--- config.mk ---
export PLATFORM = sky130hd
export DESIGN_NAME = fifo_wr_arbiter
export DESIGN_NICKNAME = d
export VERILOG_FILES = /design/src/rtl/fifo_wr_arbiter_pkg.sv /design/src/rtl/fifo_wr_arbiter_rr_pick.sv /design/src/rtl/fifo_wr_arbiter.sv
export SDC_FILE = /design/constraint.sdc
export NUM_CORES = 1
export LEC_CHECK = 0
export CAP_MARGIN = 15
export CORE_ASPECT_RATIO = 1.5
export CORE_UTILIZATION = 39
export DETAILED_ROUTE_END_ITERATION = 6
export PLACE_DENSITY = 0.92
export SYNTH_ARGS = -nofsm -noshare
export SYNTH_HDL_FRONTEND = slang
export SYNTH_SLANG_ARGS = --single-unit
--- constraint.sdc ---
create_clock -name clk -period 4.72 [get_ports clk]
set_clock_uncertainty 0.2 [all_clocks]
set_input_delay 0.944 -clock clk [delete_from_list [all_inputs] [get_ports clk]]
set_output_delay 0.944 -clock clk [all_outputs]
set_load 0.02 [all_outputs]
--- src/rtl/fifo_wr_arbiter_pkg.sv ---
// Shared types and width helpers for the fifo write-port arbiter and its
// round-robin picker.
package fifo_arb_pkg;

  typedef enum logic {
    IDLE = 1'b0,
    LOCK = 1'b1
  } arb_state_e;

  // Index width for an n-entry requester vector (never narrower than 1 bit).
  function automatic int idx_w(input int n);
    return (n > 1) ? $clog2(n) : 1;
  endfunction

  // Beat counter must be able to hold max_beats itself.
  function automatic int cnt_w(input int max_beats);
    return $clog2(max_beats + 1);
  endfunction

endpackage

--- src/rtl/fifo_wr_arbiter_rr_pick.sv ---
// Combinational round-robin picker: first set request at or after ptr_i,
// wrapping past N-1 back to 0.
module rr_pick
  import fifo_arb_pkg::*;
#(
  parameter int N  = 4,
  parameter int IW = idx_w(N)
) (
  input  logic [N-1:0]  req_i,
  input  logic [IW-1:0] ptr_i,
  output logic          found_o,
  output logic [IW-1:0] idx_o
);

  always_comb begin
    found_o = 1'b0;
    idx_o   = '0;
    for (int k = 0; k < N; k++) begin
      if (!found_o && req_i[(int'(ptr_i) + k) % N]) begin
        found_o = 1'b1;
        idx_o   = IW'((int'(ptr_i) + k) % N);
      end
    end
  end

endmodule

--- src/rtl/fifo_wr_arbiter.sv ---
// Round-robin arbiter sharing one fifo write port among NREQ packet producers;
// a grant lasts until `last` or MAX_BEATS beats, whichever comes first.
module fifo_wr_arbiter
  import fifo_arb_pkg::*;
#(
  parameter int NREQ      = 4,
  parameter int WIDTH     = 8,
  parameter int MAX_BEATS = 16
) (
  input  logic                     clk,
  input  logic                     rst_n,
  input  logic [NREQ-1:0]          req_valid,
  input  logic [NREQ-1:0]          req_last,
  input  logic [NREQ*WIDTH-1:0]    req_data,
  output logic [NREQ-1:0]          req_ready,
  output logic                     fifo_write,
  output logic [WIDTH-1:0]         fifo_din,
  input  logic                     fifo_full,
  output logic                     busy,
  output logic [idx_w(NREQ)-1:0]   grant_id,
  output logic                     trunc_pulse
);

  localparam int IW = idx_w(NREQ);
  localparam int CW = cnt_w(MAX_BEATS);

  logic [NREQ-1:0][WIDTH-1:0] data_v;
  arb_state_e                 state_q, state_d;
  logic [IW-1:0]              grant_q, grant_d, rr_q, rr_d;
  logic [IW-1:0]              pick_idx, grant_nxt;
  logic [CW-1:0]              cnt_q, cnt_d;
  logic                       trunc_q, trunc_d;
  logic                       pick_found, beat;

  assign data_v = req_data;

  rr_pick #(.N(NREQ), .IW(IW)) u_pick (
    .req_i   (req_valid),
    .ptr_i   (rr_q),
    .found_o (pick_found),
    .idx_o   (pick_idx)
  );

  // Explicit wrap so non-power-of-two NREQ never yields an out-of-range pointer.
  assign grant_nxt = (grant_q == IW'(NREQ - 1)) ? '0 : grant_q + 1'b1;

  assign beat        = (state_q == LOCK) && req_valid[grant_q] && !fifo_full;
  assign fifo_write  = beat;
  assign fifo_din    = beat ? data_v[grant_q] : '0;
  assign busy        = (state_q == LOCK);
  assign grant_id    = grant_q;
  assign trunc_pulse = trunc_q;

  always_comb begin
    req_ready          = '0;
    req_ready[grant_q] = beat;
  end

  always_comb begin
    state_d = state_q;
    grant_d = grant_q;
    rr_d    = rr_q;
    cnt_d   = cnt_q;
    trunc_d = 1'b0;
    unique case (state_q)
      IDLE: begin
        if (pick_found) begin
          grant_d = pick_idx;
          cnt_d   = '0;
          state_d = LOCK;
        end
      end
      LOCK: begin
        if (beat) begin
          cnt_d = cnt_q + 1'b1;
          // last wins over the cap, so a packet of exactly MAX_BEATS is not truncation
          if (req_last[grant_q]) begin
            state_d = IDLE;
            rr_d    = grant_nxt;
          end else if (cnt_q + 1'b1 == CW'(MAX_BEATS)) begin
            state_d = IDLE;
            rr_d    = grant_nxt;
            trunc_d = 1'b1;
          end
        end
      end
      default: state_d = IDLE;
    endcase
  end

  always_ff @(posedge clk or negedge rst_n) begin
    if (!rst_n) begin
      state_q <= IDLE;
      grant_q <= '0;
      rr_q    <= '0;
      cnt_q   <= '0;
      trunc_q <= 1'b0;
    end else begin
      state_q <= state_d;
      grant_q <= grant_d;
      rr_q    <= rr_d;
      cnt_q   <= cnt_d;
      trunc_q <= trunc_d;
    end
  end

endmodule

### Met3 routing, run 1

Bar = 10 um. Cells faint in the background.
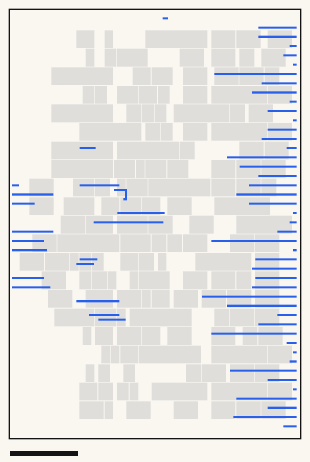
The wires run mostly horizontal. The layer carries 298 um of wire. The layer holds 11% of the routed length. 60 nets have wire on it. The longest straight run is 13.6 um.
post-detailed-routing wire length: 2800 um
met3 Resource Use GR: 5.20%
via count: 1035

### Gate-type map, run 1

Bar = 10 um.
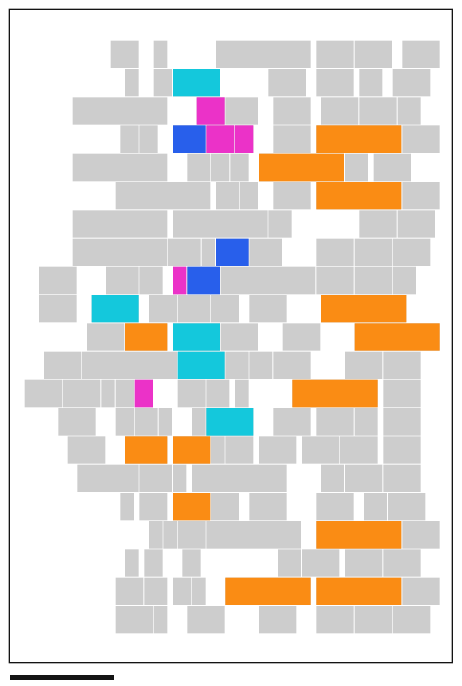
Key: magenta = NOR gates [cells 5, where north]; blue = AND-OR and OR-AND gates [cells 3]; orange = multiplexers [cells 13]; cyan = adder and majority cells [cells 5, where centre]

==> flow_summary_export.csv, run 1 <==
group,metric,value,unit
run_status,run_status,"completed",
logic_synthesis,synth_compound_gate_area_share,12.1,%
layout,final_layout_size_suffix_gt1_share,12.3,%
setup_path,cp.arrival,3350,ps
detailed_routing,wl_per_cell,15.7,um
logic_synthesis,ys_seq_share,28.7,%
setup_path,setup.worst_path.class,"input port to output port",
logic_synthesis,synth.yosys.num_cells,93,
die,coreArea,2290,sq um
layout,multi_input_comb_area,649,sq um
logic_synthesis,topCombFamilyByArea,"multiplexers",
placed_design,hpwlAfterDp,2250,um
layout,mostFrequentLayoutCell,"clkdlybuf4s50_1",
die,fp.dieArea,2670,sq um
run,warning_count,29,
pwr,switching_share,41.0,%
setup_path,path_max_fanout,16,
global_routing,grt_start_max_net_pins,17,
setup_path,worstSetupStartpointType,"input port",
pwr,power.density,409,nW/um^2
final_timing,slew_headroom,48.0,%
pwr,max-vdd-ir-drop,0.224,mV
min_path,hp-class,"register to register",
logic_synthesis,mappedNetlistNets,141,
layout,antenna_cells_inserted,0,
run,drv_cap,0,
setup_path,critical_path.slowest_cell,"clkdlybuf4s50_1",
pwr,total_leakage_power,0.655,nW
cts,clock_insertion_delay_worst_skew,280,ps
layout,nNetsFinal,204,
pwr,p_comb_share,66.1,%
logic_synthesis,yosys.area_share.simple,20.9,%
global_routing,initial_antenna_violation_count,0,
final_timing,layout_worst_path_cycle_share,95.1,%
logic_synthesis,synthesis.area,960,sq um
die,fp-utilization,42.0,%
pwr,seq_power_share,24.1,%
cts,cts.sink_count,11,
logic_synthesis,mux_share,25.6,%
detailed_routing,count_of_antenna_violating_nets_left_after_detailed_routing,0,
setup_path,critical_path.most_common_cell,"clkdlybuf4s50_1",
setup_path,cp_top_family,"buffers and inverters",
logic_synthesis,synth.yosys.chip_area,960,sq um
final_timing,setup_violations,0,
cts,maximum_buffer_depth_of_the_clock_tree,2,
final_timing,slew_viol_final,0,
global_routing,gr-total-overflow,0,
layout,layout_top_cells_excl_fill_tap,"59 x clkdlybuf4s50_1, 13 x and2_1, 11 x dfrtp_1",
logic_synthesis,ys_seq_elements,11,
placed_design,io_buffer_count,59,
global_routing,grt_pass1_vias,1061,
logic_synthesis,ys.warnings.count,0,
cts,post_cts_resized,0,
final_timing,grt_setup_unrepaired,"no",
final_timing,timing.final.hold_violations,0,
global_routing,grt_first_pass_wirelength,4730,um
logic_synthesis,synth_cell_types,31,
pwr,share_clk_of_total_power,9.8,%
pwr,internal-power,0.389,mW
setup_path,required,3580,ps
layout,fillerInstances,166,
die,chipWidth,42.5,um
final_timing,fin_crit,4490,ps
### Power grid, run 1

Pins as bars on the die edge.
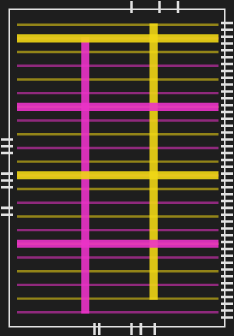
Key: magenta = VSS; yellow = VDD
60 signal pins sit on the boundary. 2 straps on met4. The core has 21 rows.

run 1: flip-flops by register name (all words and copies together), names as in the netlist:
register,cells
grant_id,2
busy,1
cnt_q,5
rr_q,2
trunc_pulse,1
run 1: cells by family after synthesis:
group           count (synthesis)
simple gates                   36
compound gates                 17
mux                            13
flops                          11
buf+inv                         9
fa+ha+maj                       5
xor+xnor                        2
run 1: final cells by class:
class,instances,area share (%)
clock buffer,4,1.63
inverter,5,1.16
multi-input combinational,73,40.3
sequential,11,17.1
tap,23,1.79
timing repair buffer,62,38.0
run 1: cells in the mapped netlist:
library cell | n | area, sq um
and2_1 | 13 | 81.3
mux4_2 | 9 | 203
ha_1 | 5 | 62.6
nand2_1 | 9 | 33.8
clkbuf_1 | 1 | 3.75
mux2i_1 | 2 | 20.0
buf_6 | 1 | 11.3
o21ai_0 | 5 | 25.0
a22o_1 | 2 | 17.5
nor3b_1 | 2 | 15.0
buf_2 | 1 | 5.00
buf_1 | 1 | 3.75
a31oi_1 | 1 | 6.26
o221ai_1 | 1 | 8.76
nand4b_1 | 1 | 8.76
nor3_1 | 2 | 10.0
mux2_2 | 2 | 22.5
o31ai_1 | 1 | 7.51
or3_1 | 1 | 6.26
nor2_1 | 1 | 3.75
and2_4 | 1 | 8.76
a21boi_0 | 1 | 7.51
nand3_1 | 4 | 20.0
dfrtp_1 | 11 | 275
inv_1 | 5 | 18.8
xnor2_1 | 2 | 17.5
a211o_1 | 1 | 8.76
nand2b_1 | 2 | 12.5
a21oi_1 | 2 | 10.0
o211ai_1 | 1 | 7.51
o41ai_1 | 2 | 17.5
run 1: metrics by stage:
stage                     cells  hold slack, ps  total power [mW]  instance area (sq um)
final                       178             353             0.659                   1610
after global routing        178             408             0.715                   1610
after CTS                   178             355             0.660                   1600
after detailed placement    174             343             0.593                   1580
after global placement      174             335             0.579                   1580
after floorplan              93             298             0.430                    960
run 1: per-layer routing:
| metal | wire (um) | part of all wire [%] | GRT usage, % | vias to the layer above |
|---|---|---|---|---|
| li1 | - | - | - | 471 |
| met1 | 1080 | 38 | 26.1 | 489 |
| met2 | 1390 | 50 | 40.2 | 71 |
| met3 | 297 | 11 | 5.20 | 4 |
| met4 | 39 | 1.4 | 11.3 | 0 |
| met5 | 0 | 0 | 0 | - |
run 1: power by group through the flow:
stage                     logic [mW]  clock network (mW)  registers (mW)
after floorplan                0.258                   0           0.172
after global placement         0.422                   0           0.157
after detailed placement       0.434                   0           0.159
after CTS                      0.436              0.0668           0.157
after global routing           0.478              0.0713           0.165
final                          0.435              0.0646           0.159
run 1: final timing paths:
kind	start	to	slack (ps)	cells past startpoint
max	req_valid[2]	req_ready[0]	230	7
min	cnt_q[0]	cnt_q[0]	350	1
max reg2reg	grant_id[0]	rr_q[1]	2500	5
min reg2reg	cnt_q[0]	cnt_q[0]	350	1
max in group asynchronous	rst_n	rr_q[0]	3170	1
min in group asynchronous	rst_n	busy	800	1
==> run 2: changes to the inputs <==
--- a/config.mk
+++ b/config.mk
@@ -8,8 +8,9 @@
 export CAP_MARGIN = 15
 export CORE_ASPECT_RATIO = 1.5
 export CORE_UTILIZATION = 39
+export CTS_CLUSTER_SIZE = 20
 export DETAILED_ROUTE_END_ITERATION = 6
-export PLACE_DENSITY = 0.92
+export PLACE_DENSITY = 0.89
 export SYNTH_ARGS = -nofsm -noshare
 export SYNTH_HDL_FRONTEND = slang
 export SYNTH_SLANG_ARGS = --single-unit
### Routing congestion map, run 2

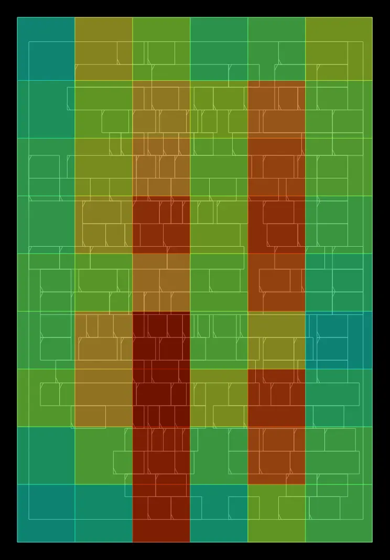
met3 Resource Use GR: 6.36%
average routed wire per standard cell: 16.0 um
global-route track usage on met2: 39.8%

==> flow_summary_export.csv, run 2 <==
group,metric,value,unit
setup_path,worstSetupStartpointType,"input port",
layout,antenna_cells_inserted,0,
die,io_pins,60,
final_timing,setup_violations,0,
logic_synthesis,ys.warnings.count,0,
layout,mostFrequentLayoutCell,"clkdlybuf4s50_1",
run_status,run_status,"completed",
run,warning_count,29,
setup_path,worstRegToRegCells,6,
pwr,share_clk_of_total_power,9.7,%
setup_path,regToRegStartpoint,"grant_id[0]",
setup_path,setup.reg_to_reg.worst_slack,2550,ps
logic_synthesis,yosysTopAreaCell,"dfrtp_1",
global_routing,grt_pass1_vias,1044,
die,fp-utilization,42.0,%
die,fp.dieArea,2670,sq um
cts,post_cts_resized,0,
logic_synthesis,yosysTopAreaCellShare,28.7,%
die,coreArea,2290,sq um
layout,top_register,"cnt_q",
pwr,power.density,411,nW/um^2
detailed_routing,count_of_antenna_violating_nets_left_after_detailed_routing,0,
logic_synthesis,topCombFamilyByArea,"multiplexers",
final_timing,grt_setup_unrepaired,"no",
final_timing,timing.final.hold_violations,0,
global_routing,initial_antenna_violation_count,0,
cts,clock_insertion_delay_worst_skew,270,ps
logic_synthesis,mux_share,25.6,%
pwr,switching_share,41.1,%
final_timing,slew_viol_final,0,
min_path,holdCritStartpoint,"cnt_q[1]",
min_path,min_to,"cnt_q[1]",
logic_synthesis,synth_cell_types,31,
final_timing,layout_worst_path_cycle_share,95.5,%
pwr,p_comb_share,66.4,%
logic_synthesis,yosys.area_share.simple,20.9,%
cts,cts.sink_count,11,
run,drv_cap,0,
logic_synthesis,ys_seq_elements,11,
final_timing,slew_headroom,62.4,%
global_routing,gr-total-overflow,0,
logic_synthesis,synth_compound_gate_area_share,12.1,%
pwr,internal-power,0.390,mW
die,chipWidth,42.5,um
pwr,total_leakage_power,0.657,nW
logic_synthesis,netlist_top_cells_count,"13 x and2_1, 11 x dfrtp_1, 9 x mux4_2, 9 x nand2_1",
layout,nNetsFinal,205,
logic_synthesis,synth.yosys.chip_area,960,sq um
setup_path,critical_path.slowest_cell,"clkdlybuf4s50_1",
min_path,whs_path_depth,2,
global_routing,grt_first_pass_wirelength,4650,um
logic_synthesis,yosysMostFrequentCell,"and2_1",
logic_synthesis,synthesis.area,960,sq um
final_timing,fin_crit,4510,ps
setup_path,cp.arrival,3360,ps
logic_synthesis,count_of_flip_flops_with_a_built_in_enable_after_synthesis,0,
setup_path,path_max_fanout,16,
setup_path,capture_instance_of_the_worst_register_to_register_path,"rr_q[1]",
pwr,max-vdd-ir-drop,0.318,mV
min_path,hp-class,"register to register",
final_timing,whs,357,ps
logic_synthesis,mappedNetlistNets,141,
logic_synthesis,top_cells_by_area,"dfrtp_1 29%, mux4_2 21%, and2_1 8.5%",
logic_synthesis,synth.yosys.num_cells,93,
layout,final_layout_size_suffix_gt1_share,12.2,%
setup_path,required,3580,ps
setup_path,setup.worst_path.class,"input port to output port",
setup_path,critical_path.most_common_cell,"clkdlybuf4s50_1",
cts,maximum_buffer_depth_of_the_clock_tree,2,
logic_synthesis,ys_seq_share,28.7,%
placed_design,io_buffer_count,59,
pwr,seq_power_share,23.9,%
### Met3 routing, run 2

Bar = 10 um. Cells faint in the background.
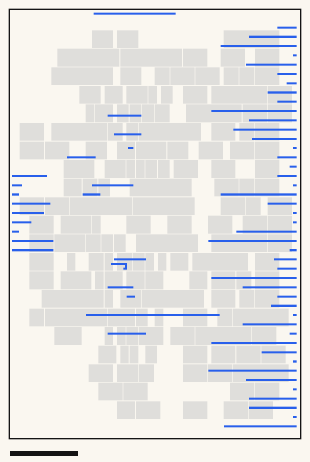
61 nets have wire on it. The wires run mostly horizontal. The layer holds 11% of the routed length. The longest straight run is 19.3 um.
via count: 1034
post-detailed-routing wire length: 2870 um

==> run 2: routing by layer <==
layer | part of all wire (%) | up-vias | global-route usage [%]
li1 | - | 473 | -
met1 | 37 | 482 | 24.8
met2 | 50 | 72 | 39.8
met3 | 11 | 7 | 6.36
met4 | 1.8 | 0 | 8.98
met5 | 0 | - | 0
==> run 2: through the flow <==
stage / cell area [sq um] / std cells / util [%] / power, mW
finish: 1610 / 179 / 70.4 / 0.661
global route: 1610 / 179 / 70.4 / 0.709
CTS: 1600 / 178 / 70.2 / 0.659
detailed placement: 1580 / 174 / 69.0 / 0.594
global placement: 1580 / 174 / 69.0 / 0.577
floorplan: 960 / 93 / - / 0.430
==> run 2: worst max-delay path: cells and delay by family <==
family | cells | cell delay (ps)
buffers and inverters | 3 | 1490
muxes | 2 | 390
and+or+nand+nor | 2 | 540
==> run 2: how the worst max path moves through the flow <==
stage | depth (start not counted) | endpoint | slack (ps) | start
finish | 7 | req_ready[0] | 210 | req_valid[3]
global route | 7 | fifo_din[4] | 130 | req_valid[3]
CTS | 7 | req_ready[0] | 250 | req_valid[3]
detailed placement | 7 | fifo_din[4] | 260 | req_valid[3]
global placement | 7 | req_ready[3] | 360 | req_valid[3]
floorplan | 6 | fifo_din[0] | 1370 | req_valid[2]
==> run 2: final cells by class <==
cell class                      instances  area [sq um]
Multi-Input combinational cell         73           642
Inverter                                5          18.8
Tap cell                               23          28.8
Timing Repair Buffer                   63           618
Clock buffer                            4          26.3
Sequential cell                        11           275
Fill cell                             170           677
==> run 2: cells by family (layout without fill, tap and decap cells) <==
kind of cell             count (synthesis)  in the layout
buffers and inverters                    9             72
flip-flops                              11             11
XOR/XNOR                                 2              2
adder cells (fa/ha/maj)                  5              5
AND-OR/OR-AND                           17             17
AND/OR/NAND/NOR                         36             36
multiplexers                            13             13
==> run 2: power by group through the flow <==
stage / registers [mW] / clock network, mW / logic, mW
floorplan: 0.172 / 0 / 0.258
global placement: 0.157 / 0 / 0.420
detailed placement: 0.159 / 0 / 0.435
CTS: 0.157 / 0.0651 / 0.437
global route: 0.163 / 0.0701 / 0.476
finish: 0.158 / 0.0639 / 0.439
Power is estimated from default activity; no workload was simulated.
